<file path="config.mk">
export PLATFORM = sky130hd
export DESIGN_NAME = mem_arbiter
export DESIGN_NICKNAME = d
export VERILOG_FILES = /design/src/rtl/lc3b_types.sv /design/src/rtl/mem_arbiter_control.sv /design/src/rtl/mem_arbiter.sv
export SDC_FILE = /design/constraint.sdc
export NUM_CORES = 1
export LEC_CHECK = 0
export CAP_MARGIN = 20
export CORE_UTILIZATION = 17
export CTS_CLUSTER_DIAMETER = 30
export DETAILED_ROUTE_END_ITERATION = 7
export PLACE_DENSITY_LB_ADDON = 0.25
export SETUP_SLACK_MARGIN = 0.2
export SYNTH_ARGS = -nofsm -noshare
export SYNTH_HDL_FRONTEND = slang
export SYNTH_SLANG_ARGS = --single-unit
</file>
<file path="constraint.sdc">
create_clock -name clk -period 1.5 [get_ports clk]
set_input_delay 0.3 -clock clk [delete_from_list [all_inputs] [get_ports clk]]
set_output_delay 0.3 -clock clk [all_outputs]
set_load 0.02 [all_outputs]
</file>
<file path="src/rtl/lc3b_types.sv">
// Shared LC-3b type definitions: memory word/mask widths and the
// memory arbiter state encoding.
package lc3b_types;

  typedef logic [15:0] lc3b_word;
  typedef logic [1:0]  lc3b_mem_wmask;

  typedef enum logic [1:0] {
    IDLE    = 2'b00,
    GRANT_A = 2'b01,
    GRANT_B = 2'b10
  } lc3b_arb_state;

endpackage

</file>
<file path="src/rtl/mem_arbiter_control.sv">
// Arbiter FSM, tie-break pointer and grant decode for mem_arbiter.
// Define MEM_ARB_RR_EN for round-robin ties; otherwise B always wins a tie.
module mem_arbiter_control
  import lc3b_types::*;
(
  input  logic clk,
  input  logic reset,
  input  logic a_req,
  input  logic b_req,
  input  logic pmem_resp,
  output logic grant_a,
  output logic grant_b
);

  lc3b_arb_state state, next_state;
  logic          pick_b;

`ifdef MEM_ARB_RR_EN
  // Cleared on reset so the first tie goes to B.
  logic last_b;

  always_ff @(posedge clk or posedge reset) begin
    if (reset)
      last_b <= 1'b0;
    else if (state == IDLE && (a_req || b_req))
      last_b <= pick_b;
  end

  assign pick_b = b_req && (!a_req || !last_b);
`else
  assign pick_b = b_req;
`endif

  // NOTE: state flops use non-blocking assignments so every flop samples
  // pre-edge values regardless of process ordering.
  always_ff @(posedge clk or posedge reset) begin
    if (reset)
      state <= IDLE;
    else
      state <= next_state;
  end

  // NOTE: every output gets a default first so no path leaves a value
  // unassigned, which would infer a latch.
  always_comb begin
    next_state = state;
    grant_a    = 1'b0;
    grant_b    = 1'b0;
    unique case (state)
      IDLE: begin
        if (a_req || b_req)
          next_state = pick_b ? GRANT_B : GRANT_A;
      end
      GRANT_A: begin
        // A grant lapses the moment its owner drops both strobes.
        grant_a = a_req;
        if (!a_req || pmem_resp)
          next_state = IDLE;
      end
      GRANT_B: begin
        grant_b = b_req;
        if (!b_req || pmem_resp)
          next_state = IDLE;
      end
      default: next_state = IDLE;
    endcase
  end

endmodule

</file>
<file path="src/rtl/mem_arbiter.sv">
// Two-port arbiter sharing the LC-3b physical memory between the instruction
// (A) and data (B) sides. Tie policy selected by MEM_ARB_RR_EN.
module mem_arbiter
  import lc3b_types::*;
(
  input  logic          clk,
  input  logic          reset,

  input  logic          a_read,
  input  logic          a_write,
  input  lc3b_word      a_address,
  input  lc3b_word      a_wdata,
  input  lc3b_mem_wmask a_byte_enable,
  output logic          a_resp,
  output lc3b_word      a_rdata,

  input  logic          b_read,
  input  logic          b_write,
  input  lc3b_word      b_address,
  input  lc3b_word      b_wdata,
  input  lc3b_mem_wmask b_byte_enable,
  output logic          b_resp,
  output lc3b_word      b_rdata,

  output logic          pmem_read,
  output logic          pmem_write,
  output lc3b_word      pmem_address,
  output lc3b_word      pmem_wdata,
  output lc3b_mem_wmask pmem_byte_enable,
  input  logic          pmem_resp,
  input  lc3b_word      pmem_rdata
);

  logic grant_a, grant_b;

  mem_arbiter_control u_control (
    .clk       (clk),
    .reset     (reset),
    .a_req     (a_read | a_write),
    .b_req     (b_read | b_write),
    .pmem_resp (pmem_resp),
    .grant_a   (grant_a),
    .grant_b   (grant_b)
  );

  // A simultaneous read and write is treated as a write.
  always_comb begin
    pmem_read        = 1'b0;
    pmem_write       = 1'b0;
    pmem_address     = '0;
    pmem_wdata       = '0;
    pmem_byte_enable = '0;
    if (grant_a) begin
      pmem_read        = a_read & ~a_write;
      pmem_write       = a_write;
      pmem_address     = a_address;
      pmem_wdata       = a_wdata;
      pmem_byte_enable = a_byte_enable;
    end else if (grant_b) begin
      pmem_read        = b_read & ~b_write;
      pmem_write       = b_write;
      pmem_address     = b_address;
      pmem_wdata       = b_wdata;
      pmem_byte_enable = b_byte_enable;
    end
  end

  assign a_resp  = grant_a & pmem_resp;
  assign b_resp  = grant_b & pmem_resp;
  assign a_rdata = pmem_rdata;
  assign b_rdata = pmem_rdata;

endmodule

</file>
Figure 1. Clock wiring as the flow saved it (run 1).
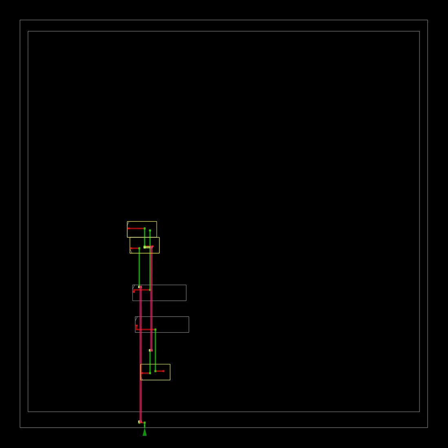
clock sink count: 2
Setup Skew: 0.231 ps

Figure 2. Pin map (run 1).
Pins as bars across the die edge, other pins in gray.
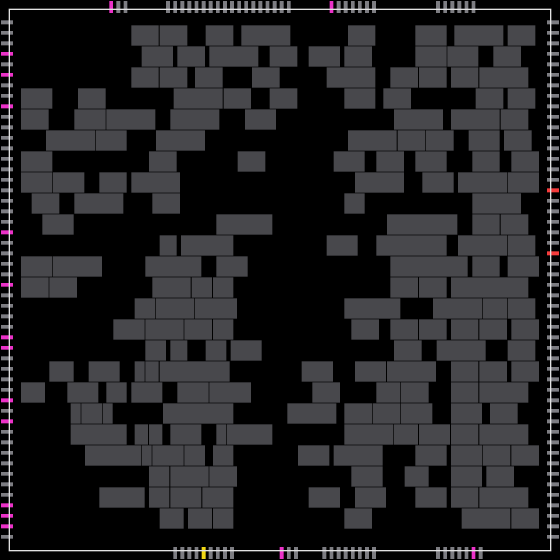
[pmem_rdata] magenta | pins: 16 | direction: input | edge: 12 left, 2 bottom, 2 top
[pmem_write] yellow | pins: 1 | direction: output | edge: bottom
[b_byte_enable] red | pins: 2 | direction: input | edge: right
all pins by edge: 50 right, 50 left, 34 top, 27 bottom

Figure 3. Wiring by layer (run 1).
Two of the layers only.
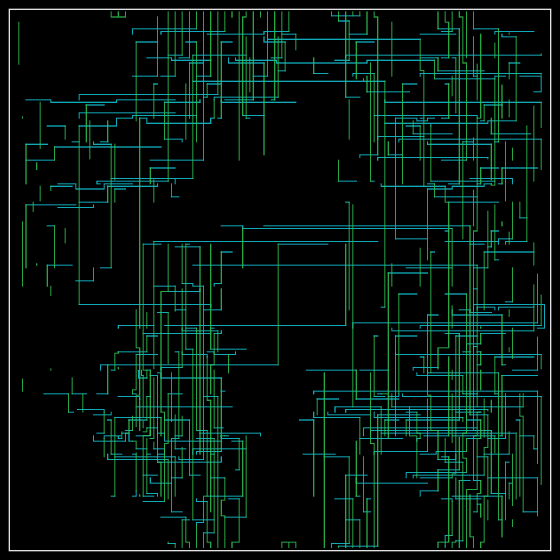
[M1] cyan | wire length: 1700 um
[M2] green | wire length: 2300 um

==> out/results.ini, run 1 <==
[placement]
place.gp.congestion = 0.819
place_area_mm2 = 0.00202
placed_cells = 230
dp_worst_setup_slack_ps = -1520
hpwl_mm = 3.06
portBuffers = 112

[pwr]
seqPwrFrac = 0.047
vdd_drop_max_uv = 411
swShare = 0.351
total_power_mw = 1.38
p_seq_mw = 0.0649
p_comb_frac = 0.796
p_per_area_mw_per_mm2 = 570
powerComb_mw = 1.10
clkPwrFrac = 0.157

[global_routing]
grt_util_met1 = 0.184
grt_pass1_wl_mm = 6.69
grt_pass1_vias = 1291
grt.total_usage = 0.176
use_met2 = 0.321
grtUsageMet3 = 0.0491
grt_overflow = 0
antenna_found_initial = 0

[yosys]
yosysSeqAreaShare = 0.0638
synth.distinct_cells = 15
flop_cell = dfrtp_1
synthTopCellsByCount = 34 x a22o_1, 33 x buf_4, 6 x buf_6
synth-xor-area-share = 0
synth.area.mux_share = 0
synth-cells-yosys = 95
adder_share = 0
synth_area_per_cell_um2 = 8.26
top_cell = a22o_1
ys_top_logic_family = buffers and inverters
edf_count = 0
syn_nets = 186
compound_area_frac = 0.402
numSynthFlops = 2
top_area_cell = a22o_1
synth-warning-count = 0
ys_area_um2 = 785
top_cells_by_area = a22o_1 38%, buf_4 32%, buf_6 8.6%

[cells_and_area]
seq_share = 0.0207
clock_buffers = 3
final_util = 0.553
num-nonclk-buffers = 138
clock_area_frac = 0.0170
fin_nets = 291
diodes = 0
mostFrequentLayoutCells = 70 x clkdlybuf4s50_1, 43 x buf_6, 30 x a22o_4
syn_to_final_growth_pct = 209
final_area_mm2 = 0.00242
fin_cells = 250
logic_gates = 52
largest_registers = u_control.state x2
combGateArea_um2 = 749
fillers = 372
top_register = u_control.state

[cts]
cts_hold_buffers = 0
cts_buffers = 3
clk_path_buf_depth = 2
cts.clk_slew.worst_paths_ps = 30
ctsResizeCount = 249
insertion_delay_ps = 210
root_buffer = clkbuf_8
cts_setup_buffers = 10

[die]
num_rows = 24
core-area_mm2 = 0.00438
die_y_um = 69.9
dieArea_mm2 = 0.00489

[sta]
slew_headroom = 0.861
whs_ps = 250
hold_violations = 0
fmax_mhz = 538
worst_pin_slew_ps = 208
rsz0062_at_grt = yes
finalClockPeriodUsage = 1.24
slew_viol_final = 0
finalSetupTns_ps = -12030
setup_violations = 38
timing.final.ws_setup_ps = -358
fin_crit_ps = 1860

[run_status]
status = finished, violations left
violations = setup timing

[detailed_routing]
post_drt_wl_per_cell_um = 18.5
avgViaCountPerCell = 4.84
vias = 1211
drt_wl_total_mm = 4.63
drtPass1Iterations = 4
drtIter0Drc = 25
ant_nets = 0

[min_path]
hold_class = in -> async

[critical_path]
critical_path_required_ps = 1200
worstPathCellList = buf_6 -> nor3b_4 -> buf_6 -> clkbuf_16 -> a22o_4 -> buf_6
slowest_stage = dfrtp_1
r2r_cells = 6
critPathCaptureType = output port
critical_path_class = reg -> out
cp_num_cells = 6
cp.arrival_ps = 1560
cp-start-kind = flip-flop

[job]
cap_violations = 0

## run 1: worst paths after layout
| path | start | to | slack, ps |
|---|---|---|---|
| min in group clk | pmem_rdata[13] | a_rdata[13] | 600 |
| setup / recovery | u_control.state[1]$_DFFE_PP0P_ | pmem_address[1] | -360 |
| max in group asynchronous | reset | u_control.state[1]$_DFFE_PP0P_ | 1140 |
| hold / removal | reset | u_control.state[0]$_DFFE_PP0P_ | 250 |
| hold reg to reg | u_control.state[1]$_DFFE_PP0P_ | u_control.state[0]$_DFFE_PP0P_ | 720 |
| setup reg to reg | u_control.state[0]$_DFFE_PP0P_ | u_control.state[0]$_DFFE_PP0P_ | 240 |
## run 1: metal layers
layer  vias up  part of all wire
li1        534                 -
met1       557              0.37
met2        94              0.50
met3        26              0.11
met4         0             0.028
met5         -                 0
Figure 4. Placement by cell class (run 1).
Fill, decap, tap and diode cells in gray.
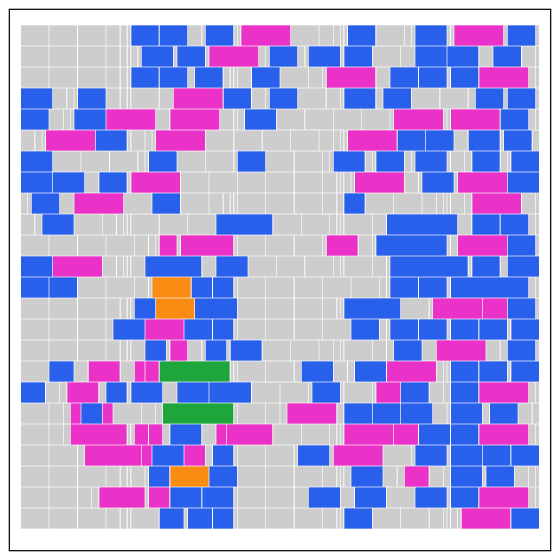

==> inputs of run 2 (changes only) <==
--- a/config.mk
+++ b/config.mk
@@ -6,11 +6,15 @@
 export NUM_CORES = 1
 export LEC_CHECK = 0
 export CAP_MARGIN = 20
-export CORE_UTILIZATION = 17
+export CELL_PAD_IN_SITES_DETAIL_PLACEMENT = 0
+export CELL_PAD_IN_SITES_GLOBAL_PLACEMENT = 1
+export CORE_UTILIZATION = 10
 export CTS_CLUSTER_DIAMETER = 30
 export DETAILED_ROUTE_END_ITERATION = 7
 export PLACE_DENSITY_LB_ADDON = 0.25
 export SETUP_SLACK_MARGIN = 0.2
+export SLEW_MARGIN = 15
 export SYNTH_ARGS = -nofsm -noshare
 export SYNTH_HDL_FRONTEND = slang
+export SYNTH_HIERARCHICAL = 1
 export SYNTH_SLANG_ARGS = --single-unit
Figure 5. Placement by cell class (run 2).
Fill, decap, tap and diode cells in gray.
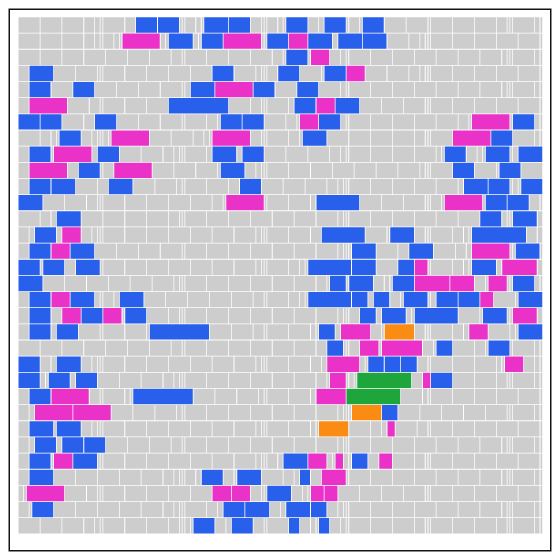
[remaining logic cells] magenta | cells: 54 | share of their area: 28%
[remaining buffers and delay cells] blue | cells: 142 | share of their area: 68%
[registers] green | cells: 2 | share of their area: 2.2%
[clock-net drivers] orange | cells: 3 | share of their area: 1.8%

Figure 6. Clock wiring as the flow saved it (run 2).
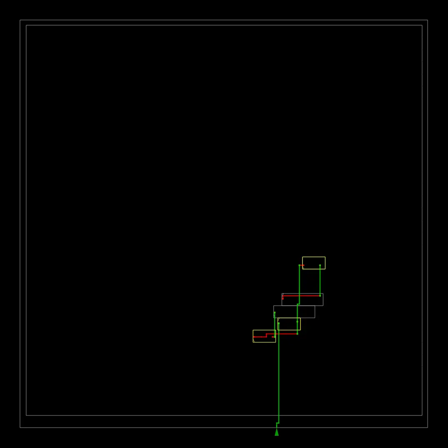
flop count: 2
Setup Skew: 3.43 ps

==> out/results.ini, run 2 <==
[sta]
rsz0062_at_grt = yes
whs_ps = 249
slew_headroom = 0.829
setup_violations = 38
hold_violations = 0
timing.final.ws_setup_ps = -550
fin_crit_ps = 2050
finalClockPeriodUsage = 1.37
finalSetupTns_ps = -17560
fmax_mhz = 488

[cts]
cts_setup_buffers = 11
ctsResizeCount = 259
clk_path_buf_depth = 2
cts_hold_buffers = 0
cts.sink_count = 2
cts.clk_slew.worst_paths_ps = 30
root_buffer = clkbuf_8
cts_buffers = 3

[die]
dieArea_mm2 = 0.00827
die_y_um = 90.9
core-area_mm2 = 0.00769
num_rows = 32

[pwr]
powerComb_mw = 1.19
seqPwrFrac = 0.048
p_comb_frac = 0.810
p_seq_mw = 0.0706
total_power_mw = 1.47
p_per_area_mw_per_mm2 = 610
swShare = 0.338
clkPwrFrac = 0.142

[critical_path]
cp.arrival_ps = 1750
cp-start-kind = flip-flop
r2r_cells = 3
cp_num_cells = 8
rr_endpoint = u_control/state[0]$_DFFE_PP0P_
r2r_setup_slack_ps = 520
startpoint = u_control/state[0]$_DFFE_PP0P_
slowest_stage = dfrtp_1
worstPathCellList = nor3b_4 -> buf_6 -> nor2b_4 -> buf_6 -> buf_12 -> buf_16 -> a22o_4 -> buf_6
timing.rr.start = u_control/state[0]$_DFFE_PP0P_
crit_end = pmem_address[0]
critical_path_class = reg -> out

[yosys]
edf_count = 0
synth-warning-count = 6
yosysSeqAreaShare = 0.0633
synth-cells-yosys = 96

[detailed_routing]
m1WireLength_mm = 1.46
dr_wl_met2_mm = 1.85
drtPass1Iterations = 2
avgViaCountPerCell = 3.72
drt_wl_total_mm = 3.74
drtIter0Drc = 5
vias = 1127
post_drt_wl_per_cell_um = 12.3

[cells_and_area]
combGateArea_um2 = 639
syn_to_final_growth_pct = 206
final_util = 0.314
diodes = 0
fin_cells = 303
largest_registers = u_control/state x2

[run_status]
status = finished, violations left
violations = setup timing

[global_routing]
grt.total_usage = 0.0878
grt_pass1_vias = 1180
grt_overflow = 0
antenna_found_initial = 0

[placement]
placed_cells = 282
place.gp.congestion = 0.609
hpwl_mm = 2.73
dp_worst_setup_slack_ps = -1180

[min_path]
hold_class = in -> async

run 2: cell types whose count changed after synthesis, sizes merged, moves of 2 or more:
| cell | delta |
|---|---|
| nor3 | -4 |
| and2 | +3 |
| nor2 | -3 |
| nor2b | +3 |
| o21ai | +2 |
| o22ai | -2 |
| or2 | +2 |
run 2: cell type report:
| type | instances | share of cell area |
|---|---|---|
| Sequential cell | 2 | 0.0207 |
| Inverter | 3 | 0.00466 |
| Clock buffer | 3 | 0.0171 |
| Tap cell | 102 | 0.0528 |
| Timing Repair Buffer | 142 | 0.640 |
| Multi-Input combinational cell | 51 | 0.265 |
run 2: cell families after synthesis:
group	share of synthesized area
buffers and inverters	0.411
AOI/OAI and AO/OA	0.419
DFF	0.0633
and+or+nand+nor	0.106
